### src/rtl/r_window_counter.sv
// Kernel-row (R) window counter for the conv-layer address generators.
// Sequences R 0..LONG_TERM with an optional per-mode early wrap.
//
// Ports:
//   clk       clock, all state on rising edge
//   rst       asynchronous active-high reset
//   mode      layer mode, sampled only at pass start
//   l_zero    L counter at zero strobe
//   j_zero    J counter at zero strobe
//   k_zero    K counter at zero strobe
//   stall     freeze all state this cycle
//   r         current R value
//   r_zero    current cycle is a wrap cycle (comb)
//   long_done 1-cycle pulse after a LONG_TERM wrap
//   served    served-mode register
//   mode_err  1-cycle pulse: start trigger with an illegal mode
module r_window_counter #(
    parameter int R_W        = 3,
    parameter int MODE_W     = 3,
    parameter int NUM_MODES  = 6,
    parameter int LONG_TERM  = 5,
    parameter logic [R_W*NUM_MODES-1:0] SHORT_TERM =
        {3'd1, 3'd0, 3'd2, 3'd1, 3'd1, 3'd1},
    parameter logic [NUM_MODES-1:0] JWAIT_MASK   = 6'b011000,
    parameter logic [NUM_MODES-1:0] ALWAYS_SHORT = 6'b000010,
    parameter logic [MODE_W*NUM_MODES-1:0] NEXT_TABLE =
        {3'd0, 3'd5, 3'd4, 3'd3, 3'd2, 3'd2}
) (
    input  logic              clk,
    input  logic              rst,
    input  logic [MODE_W-1:0] mode,
    input  logic              l_zero,
    input  logic              j_zero,
    input  logic              k_zero,
    input  logic              stall,
    output logic [R_W-1:0]    r,
    output logic              r_zero,
    output logic              long_done,
    output logic [MODE_W-1:0] served,
    output logic              mode_err
);

    localparam logic [R_W-1:0]  LONG_R = R_W'(LONG_TERM);
    localparam logic [MODE_W:0] NUM_M  = (MODE_W+1)'(NUM_MODES);

    typedef enum logic {IDLE, RUN} state_t;

    state_t            state_q, state_d;
    logic [R_W-1:0]    r_q;
    logic [MODE_W-1:0] mode_q;
    logic [MODE_W-1:0] served_q;
    logic              long_done_q;
    logic              mode_err_q;

    logic              mode_ok;
    logic              jw;
    logic              trig;
    logic [R_W-1:0]    sh_term;
    logic              alw;
    logic [MODE_W-1:0] nxt;
    logic              short_hit;
    logic              long_hit;
    logic              wrap;

    // Illegal modes get no JWAIT bit; they can still raise a trigger
    // so that mode_err is reported.
    assign mode_ok = {1'b0, mode} < NUM_M;

    always_comb begin
        jw = 1'b0;
        for (int i = 0; i < NUM_MODES; i++) begin
            if (mode == MODE_W'(i)) begin
                jw = JWAIT_MASK[i];
            end
        end
    end

    always_comb begin
        sh_term = '0;
        alw     = 1'b0;
        nxt     = '0;
        for (int i = 0; i < NUM_MODES; i++) begin
            if (mode_q == MODE_W'(i)) begin
                sh_term = SHORT_TERM[i*R_W +: R_W];
                alw     = ALWAYS_SHORT[i];
                nxt     = NEXT_TABLE[i*MODE_W +: MODE_W];
            end
        end
    end

    assign trig = k_zero | (l_zero & j_zero) | (l_zero & ~jw);

    // Once the latched mode has been served its short pass is skipped,
    // unless the mode is flagged to always take the short wrap.
    assign short_hit = (sh_term != '0) & (r_q == sh_term) &
                       ((served_q != mode_q) | alw);
    assign long_hit  = (r_q == LONG_R);
    assign wrap      = long_hit | short_hit;

    always_ff @(posedge clk or posedge rst) begin
        if (rst) begin
            state_q <= IDLE;
        end else begin
            state_q <= state_d;
        end
    end

    always_comb begin
        state_d = state_q;
        unique case (state_q)
            IDLE: begin
                if (~stall & trig & mode_ok) begin
                    state_d = RUN;
                end
            end
            RUN: begin
                if (~stall & wrap) begin
                    state_d = IDLE;
                end
            end
            default: state_d = IDLE;
        endcase
    end

    always_comb begin
        r_zero = (state_q == RUN) & wrap;
    end

    always_ff @(posedge clk or posedge rst) begin
        if (rst) begin
            r_q         <= '0;
            mode_q      <= '0;
            served_q    <= '0;
            long_done_q <= 1'b0;
            mode_err_q  <= 1'b0;
        end else begin
            long_done_q <= 1'b0;
            mode_err_q  <= 1'b0;
            if (~stall) begin
                if (state_q == IDLE) begin
                    if (trig & mode_ok) begin
                        mode_q <= mode;
                        r_q    <= R_W'(1);
                    end else if (trig) begin
                        mode_err_q <= 1'b1;
                    end
                end else if (wrap) begin
                    r_q <= '0;
                    if (long_hit) begin
                        served_q    <= nxt;
                        long_done_q <= 1'b1;
                    end
                end else begin
                    r_q <= r_q + R_W'(1);
                end
            end
        end
    end

    assign r         = r_q;
    assign long_done = long_done_q;
    assign served    = served_q;
    assign mode_err  = mode_err_q;

endmodule
### config.mk
export PLATFORM = sky130hd
export DESIGN_NAME = r_window_counter
export DESIGN_NICKNAME = d
export VERILOG_FILES = /design/src/rtl/r_window_counter.sv
export SDC_FILE = /design/constraint.sdc
export NUM_CORES = 1
export LEC_CHECK = 0
export ABC_AREA = 1
export CORE_UTILIZATION = 40
export DETAILED_ROUTE_END_ITERATION = 12
export PLACE_DENSITY_LB_ADDON = 0.25
export SYNTH_ARGS = -nofsm -noshare
export SYNTH_HDL_FRONTEND = slang
export SYNTH_SLANG_ARGS = --single-unit
### constraint.sdc
create_clock -name clk -period 1.45 [get_ports clk]
set_clock_uncertainty 0.2 [all_clocks]
set_input_delay 0.29 -clock clk [delete_from_list [all_inputs] [get_ports clk]]
set_output_delay 0.29 -clock clk [all_outputs]
set_load 0.02 [all_outputs]
==> impl_metrics.py, run 1 <==
# Generated from Yosys and OpenROAD reports
metrics = {
    "outcome": {
        "outcome": "finished with violations",
        "violations": "setup timing",
    },
    "finish": {
        "final_layout_top_logic_cells": "nand2_1 (27), buf_4 (23), inv_1 (11)",
    },
    "critical_path": {
        "cp_common_cell": "nand2_2",
        "cp_top_family": "flip-flops",
        "reg2reg_slack_ns": -0.27,
        "cp-start-kind": "register",
    },
    "sta": {
        "period_used_share": 1.44,
        "final-max-slew-violation-count": 0,
        "hold_viol_final": 0,
        "tightest_slew_ns": 0.299,
        "setup_violations": 10,
        "timing.final.ws_setup_ns": -0.633,
    },
    "synthesis": {
        "yosys_warnings": 0,
        "syn-cell-area_um2": 713,
        "top_cell_area_share": 0.421,
    },
    "grt": {
        "grt_antenna_before_repair": 0,
        "grt_pass1_vias": 770,
        "grtUsageTotal": 0.228,
    },
    "cts": {
        "path_clk_slew_ns": 0.08,
        "worstSkewPairLatency_ns": 0.28,
    },
    "floorplan": {
        "rows": 14,
    },
    "job": {
        "tool_warnings": 30,
    },
    "placement": {
        "dp_hpwl_um": 1390,
    },
}
-- run 1: cells by family (layout without fill, tap and decap cells) --
group,after synthesis,after routing,share of synthesized area
buf+inv,16,65,0.0842
flops,12,12,0.421
xor+xnor,1,1,0.0123
compound gates,10,10,0.0772
fa+ha+maj,2,2,0.0351
simple gates,63,63,0.370
-- run 1: state kept, by name, summed over array words and instances (netlist names) --
register and count:
mode_q 3, r 3, served 3, long_done 1, mode_err 1, state_q 1
-- run 1: how the worst max path moves through the flow --
stage,startpoint,end,slack (ns),cells past startpoint
2_1_floorplan,mode_q[2],r_zero,-0.14,7
3_3_place_gp,mode_q[1],r_zero,-0.74,8
3_5_place_dp,mode_q[2],r_zero,-0.71,8
4_1_cts,mode_q[1],r_zero,-0.55,8
5_1_grt,mode_q[2],r_zero,-0.68,8
6_report,mode_q[2],r_zero,-0.63,8
-- run 1: metal layers --
layer / vias to the layer above / share of wire / wire length [um] / global-route usage
li1: 426 / - / - / -
met1: 395 / 0.42 / 972 / 0.299
met2: 39 / 0.51 / 1190 / 0.374
met3: 8 / 0.040 / 93 / 0.0122
met4: 0 / 0.031 / 73 / 0.127
met5: - / 0 / 0 / 0
-- run 1: stage by stage --
stage	util	setup WS, ns	hold slack (ns)
finish	0.798	-0.633	0.125
detailed placement	0.683	-0.715	0.364
global placement	0.683	-0.744	0.349
floorplan	-	-0.142	-0.0454
CTS	0.729	-0.550	0.131
global route	0.798	-0.684	0.154
-- run 1: cell type report --
cell class | count | area [um^2] | share of cell area
Clock buffer | 4 | 26.3 | 0.0209
Inverter | 16 | 60.1 | 0.0477
Multi-Input combinational cell | 76 | 448 | 0.356
Sequential cell | 12 | 305 | 0.243
Tap cell | 16 | 20.0 | 0.0159
Timing Repair Buffer | 45 | 399 | 0.317
-- run 1: Yosys cell counts, drive strengths merged --
cell type  count
nand2         35
inv           16
nor2          13
dfrtp         12
nand3         10
a21oi          6
nand4          3
ha             2
nor3           2
o21ai          2
o21bai         2
xor2           1
-- run 1: tightest hold or removal path: cells and delay by family --
| kind | cells | cell delay [ns] |
|---|---|---|
| buffers and inverters | 3 | 0.69 |
-- run 1: where the power goes --
group | internal [W] | switching [W] | total (W)
sequential | 0.000481 | 0.000184 | 0.000666
combinational | 0.000921 | 0.000987 | 0.00191
clock | 0.000107 | 0.000128 | 0.000234
total | 0.00151 | 0.00130 | 0.00281
-- run 1: timing repair --
action                                  4_1_cts  5_1_grt
gates resized                                52       25
gates cloned                                  0        0
pin swaps                                     5       11
buffers inserted                              2        7
endpoints found under the setup margin       19       14
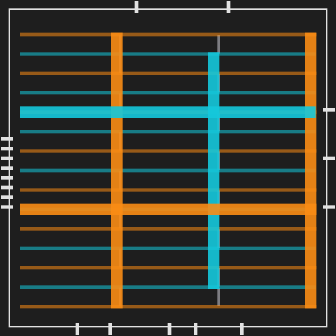
Figure 1: run 1, floorplan with the power grid.
Pins as bars on the die edge. Tap cells in grey.
[VDD] cyan
[VSS] orange
met4 straps: 3
rows: 14
signal pins: 18
met1 rails: 15
tap cells: 16

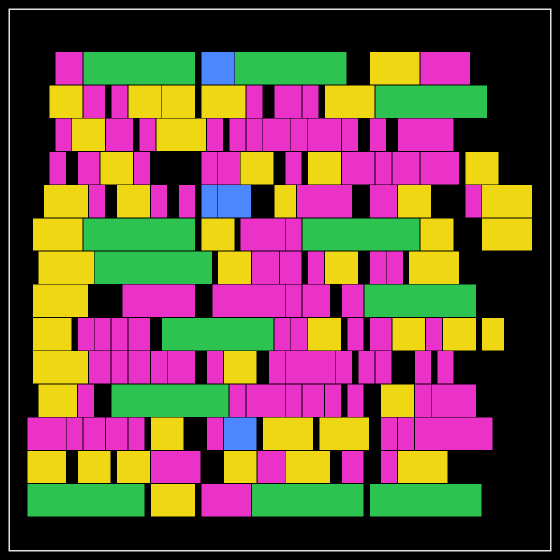
Figure 2: run 1, placed cells, one colour a class.
[combinational and other logic] magenta | cells: 92 | share of their area: 41%
[clock drivers and dummy loads] blue | cells: 4 | share of their area: 2.1%
[other buffers and delay cells] yellow | cells: 45 | share of their area: 32%
[flops] green | cells: 12 | share of their area: 25%

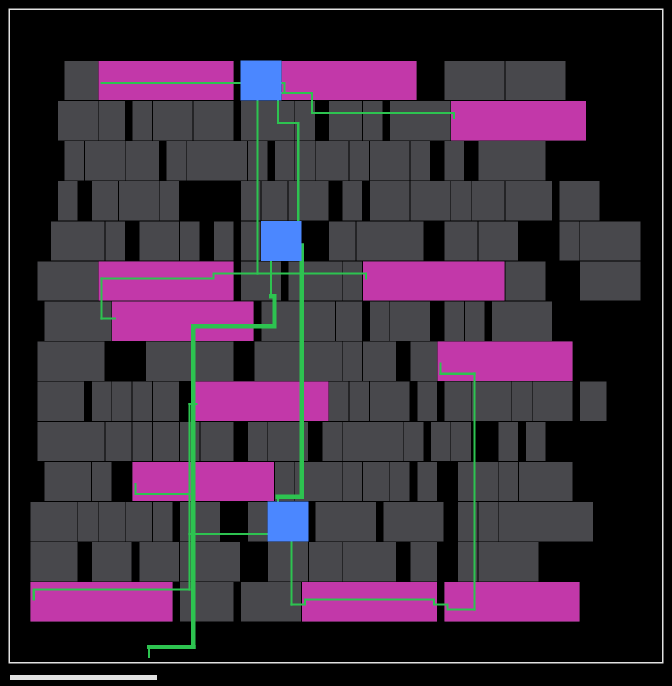
Figure 3: run 1, clock wires, drivers and flops.
The bar under the picture is 10 um long.
[clock wires] green | length: 210 um
[clock drivers] blue | count: 3
[flip-flops] magenta | count: 12
routed clock nets: 4

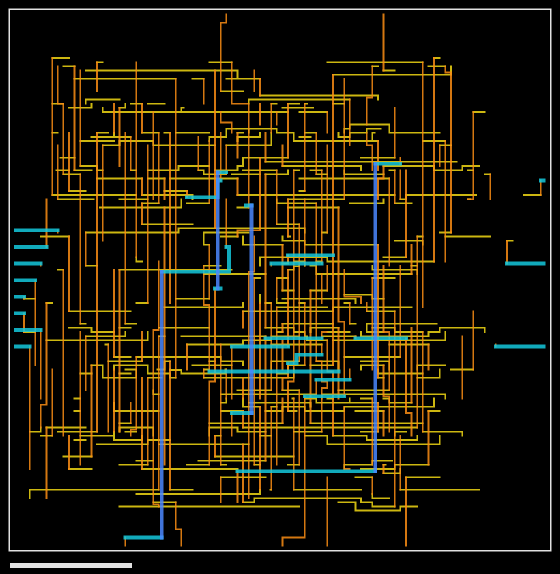
Figure 4: run 1, routed metal, one colour a layer.
The bar under the picture is 10 um long.
[metal 3] cyan | wire length: 93.5 um
[metal 2] orange | wire length: 1,190 um
[metal 1] yellow | wire length: 972 um
[metal 4] blue | wire length: 73.4 um

==> inputs of run 2 (changes only) <==
CTS_CLUSTER_DIAMETER = 100   (was default)
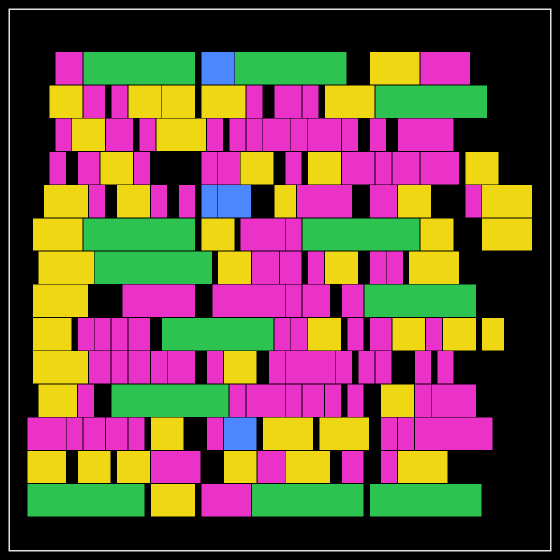
Figure 5: run 2, placed cells, one colour a class.
sequential portion of the cell area: 0.243
Core Footprint: 1580 um^2
number of core rows: 14

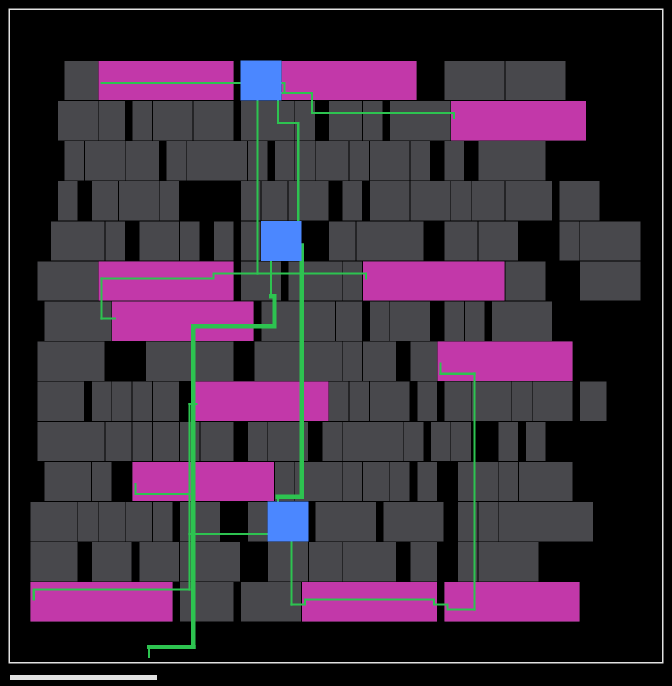
Figure 6: run 2, clock wires, drivers and flops.
The bar under the picture is 10 um long.
[clock drivers] blue | count: 3
[clock wires] green | length: 210 um
[flip-flops] magenta | count: 12
routed clock nets: 4

==> run 2 against run 1 <==
Compared with the run above:
- the flow still finishes with violations (setup timing)
- power stayed put
- maximum frequency unchanged
- critical path depth stayed put
- sequential power about the same
- largest power group unchanged
==> impl_metrics.py, run 2 <==
# Generated from Yosys and OpenROAD reports
metrics = {
    "sta": {
        "setup_violations": 10,
        "period_used_share": 1.44,
        "timing.final.ws_setup_ns": -0.633,
        "hold_viol_final": 0,
    },
    "cts": {
        "htreeDepth": 1,
        "path_clk_slew_ns": 0.08,
        "worstSkewPairLatency_ns": 0.28,
        "cts.sinks": 12,
    },
    "synthesis": {
        "enable_flop_cells": 0,
        "yosys_warnings": 0,
        "ys_top_cells_by_area": "dfrtp_1 (42%), nand2_1 (18%), inv_1 (7.9%)",
        "most_common_cell": "nand2_1",
        "avgSynthCellArea_um2": 6.86,
        "syn-num-nets": 115,
        "ys.flop_type": "dfrtp_1",
        "netlist_top_cells_count": "nand2_1 (35), inv_1 (15), nor2_1 (13)",
        "async_flop_share": 1.00,
        "syn-cell-area_um2": 713,
        "top_cell_area_share": 0.421,
    },
    "outcome": {
        "outcome": "finished with violations",
        "violations": "setup timing",
    },
    "critical_path": {
        "crit_path_max_fanout": 6,
        "cp_top_family": "flip-flops",
        "cp_common_cell": "nand2_2",
        "cp-start-kind": "register",
        "reg2reg_slack_ns": -0.27,
    },
    "finish": {
        "layout-drive-gt1-share": 0.425,
        "final_layout_top_logic_cells": "nand2_1 (27), buf_4 (23), inv_1 (11)",
        "post-route-util": 0.798,
    },
    "grt": {
        "grtUsageTotal": 0.228,
        "grt_pass1_vias": 770,
    },
    "job": {
        "tool_warnings": 30,
    },
    "drt": {
        "routedWlPerCell_um": 13.8,
    },
    "placement": {
        "dp_hpwl_um": 1390,
    },
    "pwr": {
        "leakage_nw": 0.683,
    },
}
run 2: layer usage:
layer	vias up	wire [um]	track usage
met5	-	0	0
met1	395	972	0.299
li1	426	-	-
met3	8	93	0.0122
met4	0	73	0.127
met2	39	1190	0.374
run 2: final timing paths:
check	startpoint	endpoint	depth (start not counted)
worst max-delay path	mode_q[2]	r_zero	8
worst min-delay path	rst	served[1]	3
worst max register to register	mode_q[2]	state_q	11
worst min register to register	served[2]	served[2]	2
max in group asynchronous	rst	r[1]	3
min in group clk	mode[2]	mode_q[2]	3
run 2: through the flow:
| stage | hold WS (ns) | TNS [ns] | worst slack [ns] | cells |
|---|---|---|---|---|
| 2_1_floorplan | -0.0454 | -0.142 | -0.142 | 104 |
| 3_3_place_gp | 0.349 | -4.12 | -0.744 | 157 |
| 3_5_place_dp | 0.364 | -4.23 | -0.715 | 157 |
| 4_1_cts | 0.131 | -1.46 | -0.550 | 163 |
| 5_1_grt | 0.154 | -2.56 | -0.684 | 169 |
| 6_report | 0.125 | -1.82 | -0.633 | 169 |
run 2: layout make-up:
type / instances / area [um^2] / share of cell area
clock buffers: 4 / 26.3 / 0.0209
multi-input cells: 76 / 448 / 0.356
inverters: 16 / 60.1 / 0.0477
flip-flops and latches: 12 / 305 / 0.243
repair buffers: 45 / 399 / 0.317
well taps: 16 / 20.0 / 0.0159
run 2: repair_timing:
action | in CTS | in global routing
endpoints found under the hold margin | 0 | 0
pin swaps | 5 | 11
gates resized | 52 | 25
buffers inserted | 2 | 7
setup endpoints to repair | 19 | 14
run 2: logic make-up (layout without fill, tap and decap cells):
| family | after synthesis | in the layout | share of synthesized area |
|---|---|---|---|
| buf+inv | 16 | 65 | 0.0842 |
| flops | 12 | 12 | 0.421 |
| simple gates | 63 | 63 | 0.370 |
| xor+xnor | 1 | 1 | 0.0123 |
| fa+ha+maj | 2 | 2 | 0.0351 |
| compound gates | 10 | 10 | 0.0772 |
run 2: worst reg2reg max path: stages, from the launching register on:
cell and delay [ns]:
dfrtp_2 0.47, inv_2 0.11, nand3_4 0.08, nand2_2 0.08, nand2_2 0.06, nor2_4 0.11
nand3_2 0.11, buf_4 0.16, nand2_1 0.05, nand2_1 0.04, nand2_1 0.06, nand2_1 0.06
run 2: power by group:
group / total (W) / internal [W] / switching [W]
logic: 0.00191 / 0.000921 / 0.000987
clock network: 0.000234 / 0.000107 / 0.000128
registers: 0.000666 / 0.000481 / 0.000184
total: 0.00281 / 0.00151 / 0.00130
==> inputs of run 3 (changes only) <==
CORE_UTILIZATION = 42   (was 40)
CTS_CLUSTER_SIZE = 12   (was default)
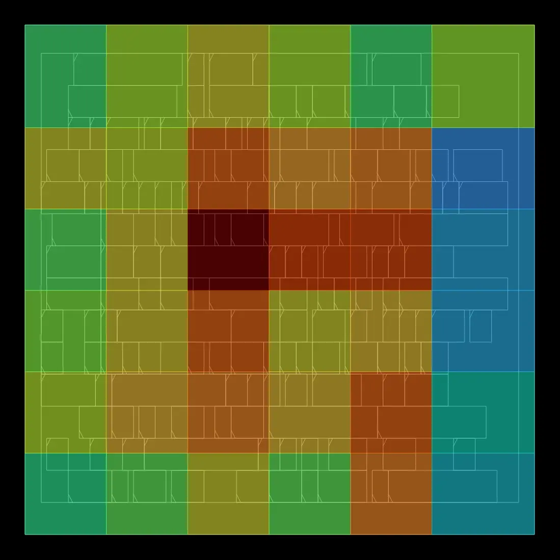
Figure 7: run 3, routing congestion map.
most used routing layer: met2
met1 usage: 0.297
M2 GR Usage: 0.400
Final Util: 0.805

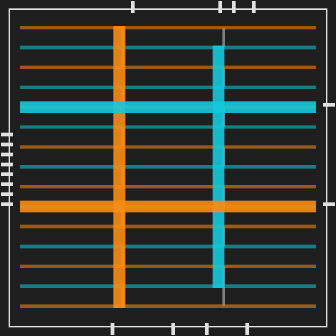
Figure 8: run 3, floorplan with the power grid.
Pins as bars on the die edge. Tap cells in grey.
worst ir drop on vdd: 1.26 mV
Core Footprint: 1540 um^2
Vert. Die Dim: 43.2 um
Die X: 43.2 um

==> run 3 against run 2 <==
Compared with the run above:
- the flow still finishes with violations (setup timing)
- worst setup slack improved by 0.025 ns
- cell count increased by 1.2%
- worst hold slack got worse by 0.052 ns
- critical path type unchanged
- highest routed layer unchanged
==> impl_metrics.py, run 3 <==
# Generated from Yosys and OpenROAD reports
metrics = {
    "synthesis": {
        "syn-num-nets": 115,
        "yosys_warnings": 0,
        "most_common_cell": "nand2_1",
        "netlist_top_cells_count": "nand2_1 (35), inv_1 (15), nor2_1 (13)",
        "ys_top_cells_by_area": "dfrtp_1 (42%), nand2_1 (18%), inv_1 (7.9%)",
    },
    "cts": {
        "worstSkewPairLatency_ns": 0.27,
        "htreeDepth": 1,
        "path_clk_slew_ns": 0.08,
    },
    "critical_path": {
        "cp-start-kind": "register",
        "reg2reg_slack_ns": -0.40,
        "cp_top_family": "flip-flops",
        "ff2ff_path_depth": 13,
        "crit_path_max_fanout": 5,
    },
    "sta": {
        "timing.final.ws_setup_ns": -0.607,
        "setup_tns_ns": -2.26,
        "hold_viol_final": 0,
        "period_used_share": 1.42,
        "setup_violations": 10,
    },
    "outcome": {
        "violations": "setup timing",
        "outcome": "finished with violations",
    },
    "drt": {
        "routedWlPerCell_um": 13.1,
    },
    "finish": {
        "final_layout_top_logic_cells": "nand2_1 (29), buf_4 (23), nor2_1 (11), buf_6 (11), inv_1 (10)",
    },
    "min_path": {
        "hold_depth": 3,
        "whs_endpoint": "mode_q[0]",
    },
    "grt": {
        "grt_pass1_vias": 786,
        "grtUsageTotal": 0.239,
    },
    "job": {
        "tool_warnings": 30,
    },
    "placement": {
        "dp_hpwl_um": 1350,
    },
}
## run 3: metrics by stage
step | instances | setup WS, ns | hold WS (ns)
global route | 171 | -0.694 | 0.104
finish | 171 | -0.607 | 0.0730
detailed placement | 156 | -0.808 | 0.358
global placement | 156 | -0.767 | 0.342
CTS | 164 | -0.573 | 0.0896
floorplan | 104 | -0.142 | -0.0454
## run 3: worst register-to-register path, delay by kind of cell, from the launching register on
family        cells  cell delay [ns]
simple gates      9             0.60
buf+inv           4             0.50
flops             1             0.46
## run 3: area by class of cell
| type | count | area, um^2 | share of cell area |
|---|---|---|---|
| Inverter | 16 | 60.1 | 0.0484 |
| Clock buffer | 4 | 36.3 | 0.0292 |
| Timing Repair Buffer | 47 | 399 | 0.322 |
| Multi-Input combinational cell | 76 | 420 | 0.339 |
| Tap cell | 16 | 20.0 | 0.0161 |
| Sequential cell | 12 | 305 | 0.246 |
## run 3: repair_timing
| item | CTS | global route |
|---|---|---|
| hold buffers | 0 | 0 |
| pin swaps | 3 | 4 |
| buffers inserted | 5 | 8 |
| setup endpoints to repair | 20 | 19 |
| resized | 52 | 31 |
## run 3: per-layer routing
layer | up-vias | share of wire
li1 | 431 | -
met1 | 409 | 0.44
met2 | 38 | 0.49
met3 | 4 | 0.051
met4 | 0 | 0.018
met5 | - | 0
## run 3: worst max path at each step
stage / startpoint / end / slack (ns) / depth (start not counted)
after floorplan: mode_q[2] / r_zero / -0.14 / 7
after global placement: mode_q[2] / r_zero / -0.77 / 8
after detailed placement: mode_q[1] / r_zero / -0.81 / 8
after CTS: mode_q[2] / r_zero / -0.57 / 8
after global routing: mode_q[1] / r_zero / -0.69 / 9
final: mode_q[1] / r_zero / -0.61 / 9
## run 3: power by group
part | internal (W) | total (W) | switching [W]
sequential | 0.000481 | 0.000658 | 0.000177
clock | 0.000153 | 0.000274 | 0.000121
combinational | 0.000883 | 0.00183 | 0.000947
total | 0.00152 | 0.00276 | 0.00125
## run 3: cells by family after synthesis
group	Yosys count	synth area share
fa+ha+maj	2	0.0351
simple gates	63	0.370
flops	12	0.421
compound gates	10	0.0772
buf+inv	16	0.0842
xor+xnor	1	0.0123
Power and IR drop assume default switching activity.
